[src/rtl/cpu_bus_tracer_if.sv]
// CPU snoop and trace-drain signals shared by the cpu side, the tracer and the log consumer.
interface cpu_bus_tracer_if #(
  parameter int unsigned ADDR_W = 16,
  parameter int unsigned DATA_W = 8
);
  logic [ADDR_W-1:0]      a;
  logic [DATA_W-1:0]      din;
  logic [DATA_W-1:0]      dout;
  logic                   rd;
  logic                   wr;
  logic                   done;
  logic                   fault;
  logic                   tr_valid;
  logic                   tr_ready;
  logic [ADDR_W+DATA_W:0] tr_data;

  // Tracer side: snoops the cpu, sources the trace stream.
  modport slave (
    input  a, din, dout, rd, wr, done, fault, tr_ready,
    output tr_valid, tr_data
  );

  modport master (
    output a, din, dout, rd, wr, done, fault, tr_ready,
    input  tr_valid, tr_data
  );
endinterface

[src/rtl/cpu_bus_tracer.sv]
// Bus-trace capture for the cpu core: logs accesses into a circular buffer, stops on a
// trigger or on done, then drains the log oldest-first over a valid/ready port.
module cpu_bus_tracer #(
  parameter int unsigned ADDR_W    = 16,
  parameter int unsigned DATA_W    = 8,
  parameter int unsigned DEPTH     = 64,
  parameter int unsigned POST_TRIG = 16,
  parameter int unsigned WDOG_W    = 20
) (
  input  logic                       clk_i,
  input  logic                       rst_i,
  cpu_bus_tracer_if.slave            bus_io,
  input  logic                       arm_i,
  input  logic [ADDR_W-1:0]          trig_addr_i,
  input  logic [ADDR_W-1:0]          trig_mask_i,
  input  logic [WDOG_W-1:0]          wdog_limit_i,
  output logic [1:0]                 state_o,
  output logic [2:0]                 cause_o,
  output logic [$clog2(DEPTH+1)-1:0] count_o,
  output logic                       wrapped_o
);

  localparam int unsigned PtrW = $clog2(DEPTH);
  localparam int unsigned CntW = $clog2(DEPTH + 1);
  localparam int unsigned EntW = 1 + ADDR_W + DATA_W;

  localparam logic [2:0] CauseNone  = 3'd0;
  localparam logic [2:0] CauseAddr  = 3'd1;
  localparam logic [2:0] CauseFault = 3'd2;
  localparam logic [2:0] CauseWdog  = 3'd3;
  localparam logic [2:0] CauseDone  = 3'd4;

  typedef enum logic [1:0] {
    StIdle    = 2'd0,
    StArmed   = 2'd1,
    StPost    = 2'd2,
    StStopped = 2'd3
  } state_e;

  state_e              state_q, state_d;
  logic [2:0]          cause_q, cause_d;
  logic [PtrW-1:0]     wp_q, wp_d, rp_q, rp_d;
  logic [CntW-1:0]     count_q, count_d;
  logic                wrapped_q, wrapped_d;
  logic [PtrW-1:0]     post_q, post_d;
  logic [WDOG_W-1:0]   wdog_q, wdog_d;
  logic                rd_prev_q, wr_prev_q, fault_prev_q;
  logic                rd_pend_q, rd_pend_d;
  logic [ADDR_W-1:0]   rd_addr_q;
  logic                skid_vld_q, skid_vld_d;
  logic [EntW-1:0]     skid_q;
  logic [EntW-1:0]     mem_q [DEPTH];

  logic                wr_edge, rd_edge_raw, rd_edge, any_edge, fault_edge;
  logic                capturing, commit, addr_match, pop, wdog_hit;
  logic [EntW-1:0]     commit_entry;
  logic [ADDR_W-1:0]   commit_addr;

  assign wr_edge     = bus_io.wr & ~wr_prev_q;
  assign rd_edge_raw = bus_io.rd & ~rd_prev_q;
  assign rd_edge     = rd_edge_raw & ~wr_edge;
  assign any_edge    = wr_edge | rd_edge_raw;
  assign fault_edge  = bus_io.fault & ~fault_prev_q;
  assign capturing   = (state_q == StArmed) || (state_q == StPost);

  // A read commits the cycle after its edge, so a write edge landing on that cycle is
  // parked for one cycle; strobe edges are >=2 cycles apart so one slot is enough.
  always_comb begin
    commit       = 1'b0;
    commit_entry = '0;
    if (capturing && !arm_i) begin
      if (rd_pend_q) begin
        commit       = 1'b1;
        commit_entry = {1'b0, rd_addr_q, bus_io.din};
      end else if (skid_vld_q) begin
        commit       = 1'b1;
        commit_entry = skid_q;
      end else if (wr_edge) begin
        commit       = 1'b1;
        commit_entry = {1'b1, bus_io.a, bus_io.dout};
      end
    end
  end

  assign rd_pend_d  = capturing && !arm_i && rd_edge;
  assign skid_vld_d = capturing && !arm_i && wr_edge && rd_pend_q;

  assign commit_addr = commit_entry[ADDR_W+DATA_W-1:DATA_W];
  assign addr_match  = (trig_mask_i != '0) &&
                       ((commit_addr & trig_mask_i) == (trig_addr_i & trig_mask_i));

  assign bus_io.tr_valid = (state_q == StStopped) && (count_q != '0);
  assign bus_io.tr_data  = bus_io.tr_valid ? mem_q[rp_q] : '0;
  assign pop             = bus_io.tr_valid && bus_io.tr_ready;

  // Ring bookkeeping: commits only happen while capturing, pops only while stopped.
  always_comb begin
    wp_d      = wp_q;
    rp_d      = rp_q;
    count_d   = count_q;
    wrapped_d = wrapped_q;
    if (arm_i) begin
      wp_d      = '0;
      rp_d      = '0;
      count_d   = '0;
      wrapped_d = 1'b0;
    end else if (commit) begin
      wp_d = wp_q + 1'b1;
      if (count_q == CntW'(DEPTH)) begin
        rp_d      = rp_q + 1'b1;
        wrapped_d = 1'b1;
      end else begin
        count_d = count_q + 1'b1;
      end
    end else if (pop) begin
      rp_d    = rp_q + 1'b1;
      count_d = count_q - 1'b1;
    end
  end

  always_comb begin
    state_d  = state_q;
    cause_d  = cause_q;
    post_d   = post_q;
    wdog_d   = wdog_q;
    wdog_hit = 1'b0;
    if (arm_i) begin
      state_d = StArmed;
      cause_d = CauseNone;
      post_d  = '0;
      wdog_d  = '0;
    end else if (capturing) begin
      wdog_d   = any_edge ? '0 : wdog_q + 1'b1;
      wdog_hit = !any_edge && (wdog_limit_i != '0) && (wdog_d == wdog_limit_i);
      if (bus_io.done) begin
        state_d = StStopped;
        cause_d = CauseDone;
      end else if (state_q == StArmed && (fault_edge || (commit && addr_match))) begin
        cause_d = fault_edge ? CauseFault : CauseAddr;
        post_d  = PtrW'(POST_TRIG);
        state_d = (POST_TRIG == 0) ? StStopped : StPost;
      end else if (state_q == StArmed && wdog_hit) begin
        state_d = StStopped;
        cause_d = CauseWdog;
      end else if (state_q == StPost && commit) begin
        post_d = post_q - 1'b1;
        if (post_q <= PtrW'(1)) begin
          state_d = StStopped;
        end
      end
    end
  end

  always_ff @(posedge clk_i) begin
    if (rst_i) begin
      state_q      <= StIdle;
      cause_q      <= CauseNone;
      wp_q         <= '0;
      rp_q         <= '0;
      count_q      <= '0;
      wrapped_q    <= 1'b0;
      post_q       <= '0;
      wdog_q       <= '0;
      rd_prev_q    <= 1'b0;
      wr_prev_q    <= 1'b0;
      fault_prev_q <= 1'b0;
      rd_pend_q    <= 1'b0;
      rd_addr_q    <= '0;
      skid_vld_q   <= 1'b0;
      skid_q       <= '0;
    end else begin
      state_q      <= state_d;
      cause_q      <= cause_d;
      wp_q         <= wp_d;
      rp_q         <= rp_d;
      count_q      <= count_d;
      wrapped_q    <= wrapped_d;
      post_q       <= post_d;
      wdog_q       <= wdog_d;
      rd_prev_q    <= bus_io.rd;
      wr_prev_q    <= bus_io.wr;
      fault_prev_q <= bus_io.fault;
      rd_pend_q    <= rd_pend_d;
      rd_addr_q    <= bus_io.a;
      skid_vld_q   <= skid_vld_d;
      skid_q       <= {1'b1, bus_io.a, bus_io.dout};
    end
  end

  // Storage is not reset; tr_data is gated by tr_valid so stale contents never leak out.
  always_ff @(posedge clk_i) begin
    if (commit) begin
      mem_q[wp_q] <= commit_entry;
    end
  end

  assign state_o   = state_q;
  assign cause_o   = cause_q;
  assign count_o   = count_q;
  assign wrapped_o = wrapped_q;

endmodule

[src/flat_wrapper.sv]
// flat-port wrapper written by rule: the top's interface ports become plain ports
module cpu_bus_tracer_flat 
#(
  parameter int unsigned ADDR_W    = 16,
  parameter int unsigned DATA_W    = 8,
  parameter int unsigned DEPTH     = 64,
  parameter int unsigned POST_TRIG = 16,
  parameter int unsigned WDOG_W    = 20
)
  (clk_i, rst_i, arm_i, trig_addr_i, trig_mask_i, wdog_limit_i, state_o, cause_o, count_o, wrapped_o, bus_io_a, bus_io_din, bus_io_dout, bus_io_rd, bus_io_wr, bus_io_done, bus_io_fault, bus_io_tr_ready, bus_io_tr_valid, bus_io_tr_data);
  cpu_bus_tracer_if #(.ADDR_W(ADDR_W), .DATA_W(DATA_W)) bus_io_i ();
  input  logic clk_i;
  input  logic rst_i;
  input  logic arm_i;
  input  logic [ADDR_W-1:0] trig_addr_i;
  input  logic [ADDR_W-1:0] trig_mask_i;
  input  logic [WDOG_W-1:0] wdog_limit_i;
  output logic [1:0] state_o;
  output logic [2:0] cause_o;
  output logic [$clog2(DEPTH+1)-1:0] count_o;
  output logic wrapped_o;
  input wire logic [$bits(bus_io_i.a)-1:0] bus_io_a;
  input wire logic [$bits(bus_io_i.din)-1:0] bus_io_din;
  input wire logic [$bits(bus_io_i.dout)-1:0] bus_io_dout;
  input wire logic [$bits(bus_io_i.rd)-1:0] bus_io_rd;
  input wire logic [$bits(bus_io_i.wr)-1:0] bus_io_wr;
  input wire logic [$bits(bus_io_i.done)-1:0] bus_io_done;
  input wire logic [$bits(bus_io_i.fault)-1:0] bus_io_fault;
  input wire logic [$bits(bus_io_i.tr_ready)-1:0] bus_io_tr_ready;
  output wire logic [$bits(bus_io_i.tr_valid)-1:0] bus_io_tr_valid;
  output wire logic [$bits(bus_io_i.tr_data)-1:0] bus_io_tr_data;
  assign bus_io_i.a = bus_io_a;
  assign bus_io_i.din = bus_io_din;
  assign bus_io_i.dout = bus_io_dout;
  assign bus_io_i.rd = bus_io_rd;
  assign bus_io_i.wr = bus_io_wr;
  assign bus_io_i.done = bus_io_done;
  assign bus_io_i.fault = bus_io_fault;
  assign bus_io_i.tr_ready = bus_io_tr_ready;
  assign bus_io_tr_valid = bus_io_i.tr_valid;
  assign bus_io_tr_data = bus_io_i.tr_data;
  cpu_bus_tracer #(.ADDR_W(ADDR_W), .DATA_W(DATA_W), .DEPTH(DEPTH), .POST_TRIG(POST_TRIG), .WDOG_W(WDOG_W)) u_core (.clk_i(clk_i), .rst_i(rst_i), .bus_io(bus_io_i), .arm_i(arm_i), .trig_addr_i(trig_addr_i), .trig_mask_i(trig_mask_i), .wdog_limit_i(wdog_limit_i), .state_o(state_o), .cause_o(cause_o), .count_o(count_o), .wrapped_o(wrapped_o));
endmodule
[config.mk]
export PLATFORM = sky130hd
export DESIGN_NAME = cpu_bus_tracer_flat
export DESIGN_NICKNAME = d
export VERILOG_FILES = /design/src/rtl/cpu_bus_tracer_if.sv /design/src/rtl/cpu_bus_tracer.sv /design/src/flat_wrapper.sv
export SDC_FILE = /design/constraint.sdc
export NUM_CORES = 2
export LEC_CHECK = 0
export ABC_AREA = 1
export ABC_CLOCK_PERIOD_IN_PS = 7900
export CAP_MARGIN = 20
export CORE_ASPECT_RATIO = 0.9
export CORE_MARGIN = 3
export CORE_UTILIZATION = 50
export DETAILED_ROUTE_END_ITERATION = 8
export GPL_ROUTABILITY_DRIVEN = 1
export PLACE_DENSITY_LB_ADDON = 0.25
export SYNTH_ARGS = -nofsm -noshare
export SYNTH_HDL_FRONTEND = slang
export SYNTH_SLANG_ARGS = --single-unit
[constraint.sdc]
create_clock -name clk_i -period 7.9 [get_ports clk_i]
set_input_delay 1.58 -clock clk_i [delete_from_list [all_inputs] [get_ports clk_i]]
set_output_delay 1.58 -clock clk_i [all_outputs]
set_load 0.02 [all_outputs]
### Layout detail

Window x 182 to 212, y 163 to 193 microns. Cells in grey, sequential cells in the stronger grey; small squares are vias.
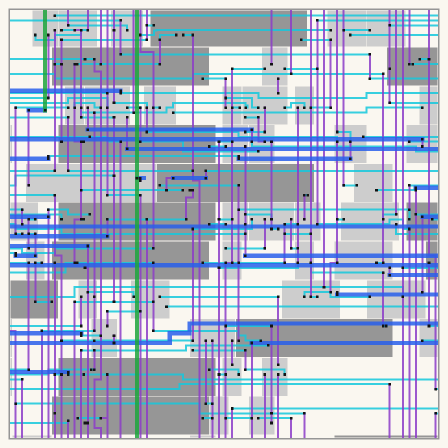
[purple] met2
[green] met4
[blue] met3
[cyan] met1
most frequent: nor2_1 (9), edfxtp_1 (9), o21ai_0 (6)
cells with their middle in the window: 46
sequential cells in the window: 9
netlist names of flops here include: u_core.mem_q (9)

### Signal wires by layer

(1 px per micron) Two of the layers only.
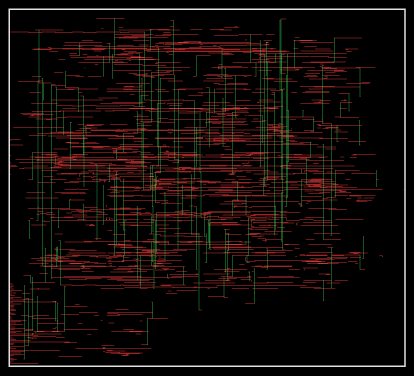
[green] met4 | wire length: 6,680 microns
[red] met3 | wire length: 22.9 mm

### Signal metal coverage by tile

The die is cut into 39 by 36 equal tiles; dark purple is low, yellow is high, scaled to the fullest tile. Values are wire area over tile area, all layers added.
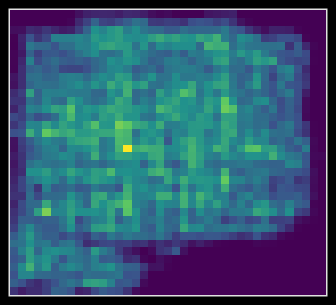
densest ninth of the die: middle
emptiest ninth of the die: bottom right
fullest tile: 0.75
nearly empty tiles: 17%
mean over tiles: 0.24
tiles over half the peak: 18%
Wirelength per Cell: 26.60 microns
detailed-route via count: 46,290
Total Wirelength: 196,300 microns
GR Util All Layers: 27.55%

### Cell placement

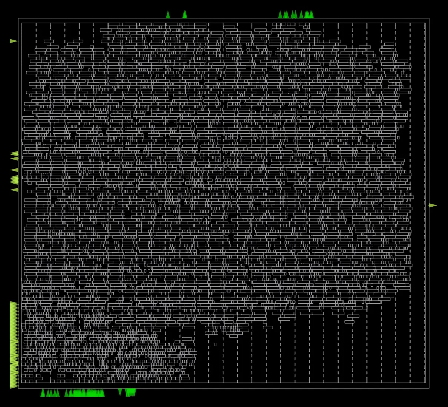
floorplan core area: 134,000 sq um
fraction of standard cell area that is sequential: 64.89%
Util after Layout: 57.30%
number of flip-flops and latches: 1,687

==> results_slide.txt <==
Implementation Results

Run status
  – Status: finished clean

Power and ir drop
  – Power Internal: 14,150 uW
  – Power consumed by sequential cells: 9760 uW
  – Switch Pwr: 3593 uW
  – Part of the power in registers: 55.0%
  – Static Leakage: 0.02614 uW
  – Top pwr grp: registers
  – Reported clock group power: 7600 uW
  – Peak ir drop on the vdd network: 0.0002283 V
  – Proportion of power drawn by combinational gates: 2.1%
  – Share of total power in the clock network: 42.8%
  – P per Cell Area: 231.1 nW/um^2
  – Share of total power consumed by net switching: 20.25%

Yosys
  – Synth top cells by count: 1,600 x edfxtp_1, 1,069 x nor2_1, 868 x o21ai_0
  – Summed instance area of the synthesized netlist: 67,880 sq um
  – Yosys synthesis chip area: 67,880 sq um
  – FFs w/ async S/R, synth: 0%
  – Top_reg_cell synth: edfxtp_1
  – Synth Net Count: 5,478
  – Post-synthesis sequential area ratio: 73.35%
  – Number of flops mapped to enable cells by yosys: 1,600
  – Largest area contributor in the synthesized netlist: edfxtp_1
  – Post-synthesis cell count from yosys: 5,372
  – Most frequent cell after synthesis: edfxtp_1
  – Top cells by area, synth: edfxtp_1 71%, o21ai_0 6.4%, nor2_1 5.9%, o221ai_1 3.9%, dfxtp_1 2.6%

Routing
  – Via density per instance: 6.273
  – First drt pass iteration count: 8
  – Post-route DRC violation count: 0

Final layout
  – Count of fill cells added during filler insertion: 10,620
  – Layout net count: 5,548
  – Top Registers: u_core.mem_q (1600), u_core.skid_q (24), u_core.wdog_q (20)
  – Max reg flops: 1,600
  – Share of post-route cells with drive strength above 1: 9.027%
  – Register ranked first by flip-flop count: u_core.mem_q
  – Layout Area Growth over Synthesis: 13.08%
  – Dominant logic cell type in the layout: edfxtp_1

Final timing
  – Worst slew margin: 21.03%
  – Final count of hold timing violations: 0
  – Clock period minus worst slack: 7.175 ns
  – Unrepaired setup endpoints after global routing: no
  – Final Slew Violations: 0
  – Transition time of the tightest slew-check pin: 1.166 ns
  – Minimum hold slack: 0.4620 ns
  – Setup-failing EPs final: 0

Min path
  – Hold Crit Start: u_core.rp_q[5]$_SDFFE_PP0P_
  – Depth of the worst hold-timing path: 2
  – Hold WC Path Type: register to register
  – Hold Path End: u_core.rp_q[5]$_SDFFE_PP0P_

Worst setup path
  – Critical register-to-register path endpoint: u_core.mem_q[52][16]$_DFFE_PP_
  – Critical Path Start Type: register
  – Critical-path maximum fanout: 116
  – CP Data Arrival Time: 5.60 ns
  – Critical Path Sink Type: primary output
  – Required time reported for the critical path endpoint: 6.32 ns
  – Crit path to: bus_io_tr_data[13]
  – Length in cells of the worst reg-to-reg path: 7
  – R2r setup slk: 3.08 ns
  – Worst Path Class, Setup: register to primary output

Die
  – FP Rows: 127
  – Die span in y: 355.5 microns
  – Number of top-level design ports: 131

Run
  – Total of max-cap violations: 0
  – Total tool warning count: 54

CTS
  – Post CTS Setup Buffer Count: 0
  – CTS H-tree lvls: 4
  – Cell resize tally after clock tree synthesis: 0
  – Clock buffer count from CTS: 169
  – Clock transition time at the flip-flop clock pins of the worst setup and hold paths: 0.06 ns
  – TritonCTS clock tree: built
  – Clk buf depth: 3
  – Total clock sinks: 1,687
  – Clock root cell: clkbuf_16

GRT
  – First-pass GRT wire length: 287,800 microns
  – Vias in the first global route: 43,620
  – Initial antenna violation count: 3

Placed design
  – Final HPWL DP: 104,900 microns
  – Gpl congestion: 0.8587
worst max-delay path: stages (launching register included):
cell	delay, ns
dfxtp_4	0.48
inv_8	0.61
buf_4	0.60
o21ai_0	0.17
o22ai_1	0.14
o21ai_0	0.11
o211ai_1	0.66
nand3_1	0.30
a21oi_1	0.90
clkdlybuf4s50_1	0.77
cell type report:
cell class / count / area, sq um / area share [%]
repair buffers: 273 / 2577 / 3.358
clock inverters: 77 / 614.3 / 0.8004
well taps: 1806 / 2260 / 2.944
diodes: 1 / 2.502 / 0.003260
inverters: 159 / 626.9 / 0.8167
flip-flops and latches: 1687 / 49800 / 64.89
clock buffers: 224 / 4541 / 5.916
multi-input cells: 3152 / 16320 / 21.27
metal layers:
| layer | up-vias | GRT usage [%] | share of wire (%) |
|---|---|---|---|
| met5 | - | 0 | 0.0097 |
| met4 | 2 | 10.39 | 3.4 |
| met3 | 354 | 6.549 | 12 |
| met2 | 2635 | 40.38 | 44 |
| met1 | 23060 | 40.19 | 41 |
| li1 | 20250 | - | - |
metrics by stage:
| stage | setup slack (ns) | instances | power [uW] | area [sq um] | util, % |
|---|---|---|---|---|---|
| finish | 0.7249 | 7379 | 17740 | 76750 | 57.30 |
| global route | 0.3771 | 7378 | 18210 | 76750 | 57.29 |
| CTS | 0.8139 | 7375 | 17810 | 76690 | 57.25 |
| detailed placement | 1.709 | 7074 | 10320 | 71540 | 53.41 |
| global placement | 1.653 | 7070 | 10310 | 71510 | 53.39 |
| floorplan | 2.347 | 5372 | 10130 | 67880 | - |
kinds of logic after synthesis:
logic type / Yosys count / share of synthesized area (%)
flops: 1687 / 73.35
simple gates: 1676 / 10.27
compound gates: 1455 / 12.87
buf+inv: 533 / 3.154
fa+ha+maj: 14 / 0.2691
xor+xnor: 7 / 0.09033
No activity file was given, so power comes from the tool's default toggle rates.
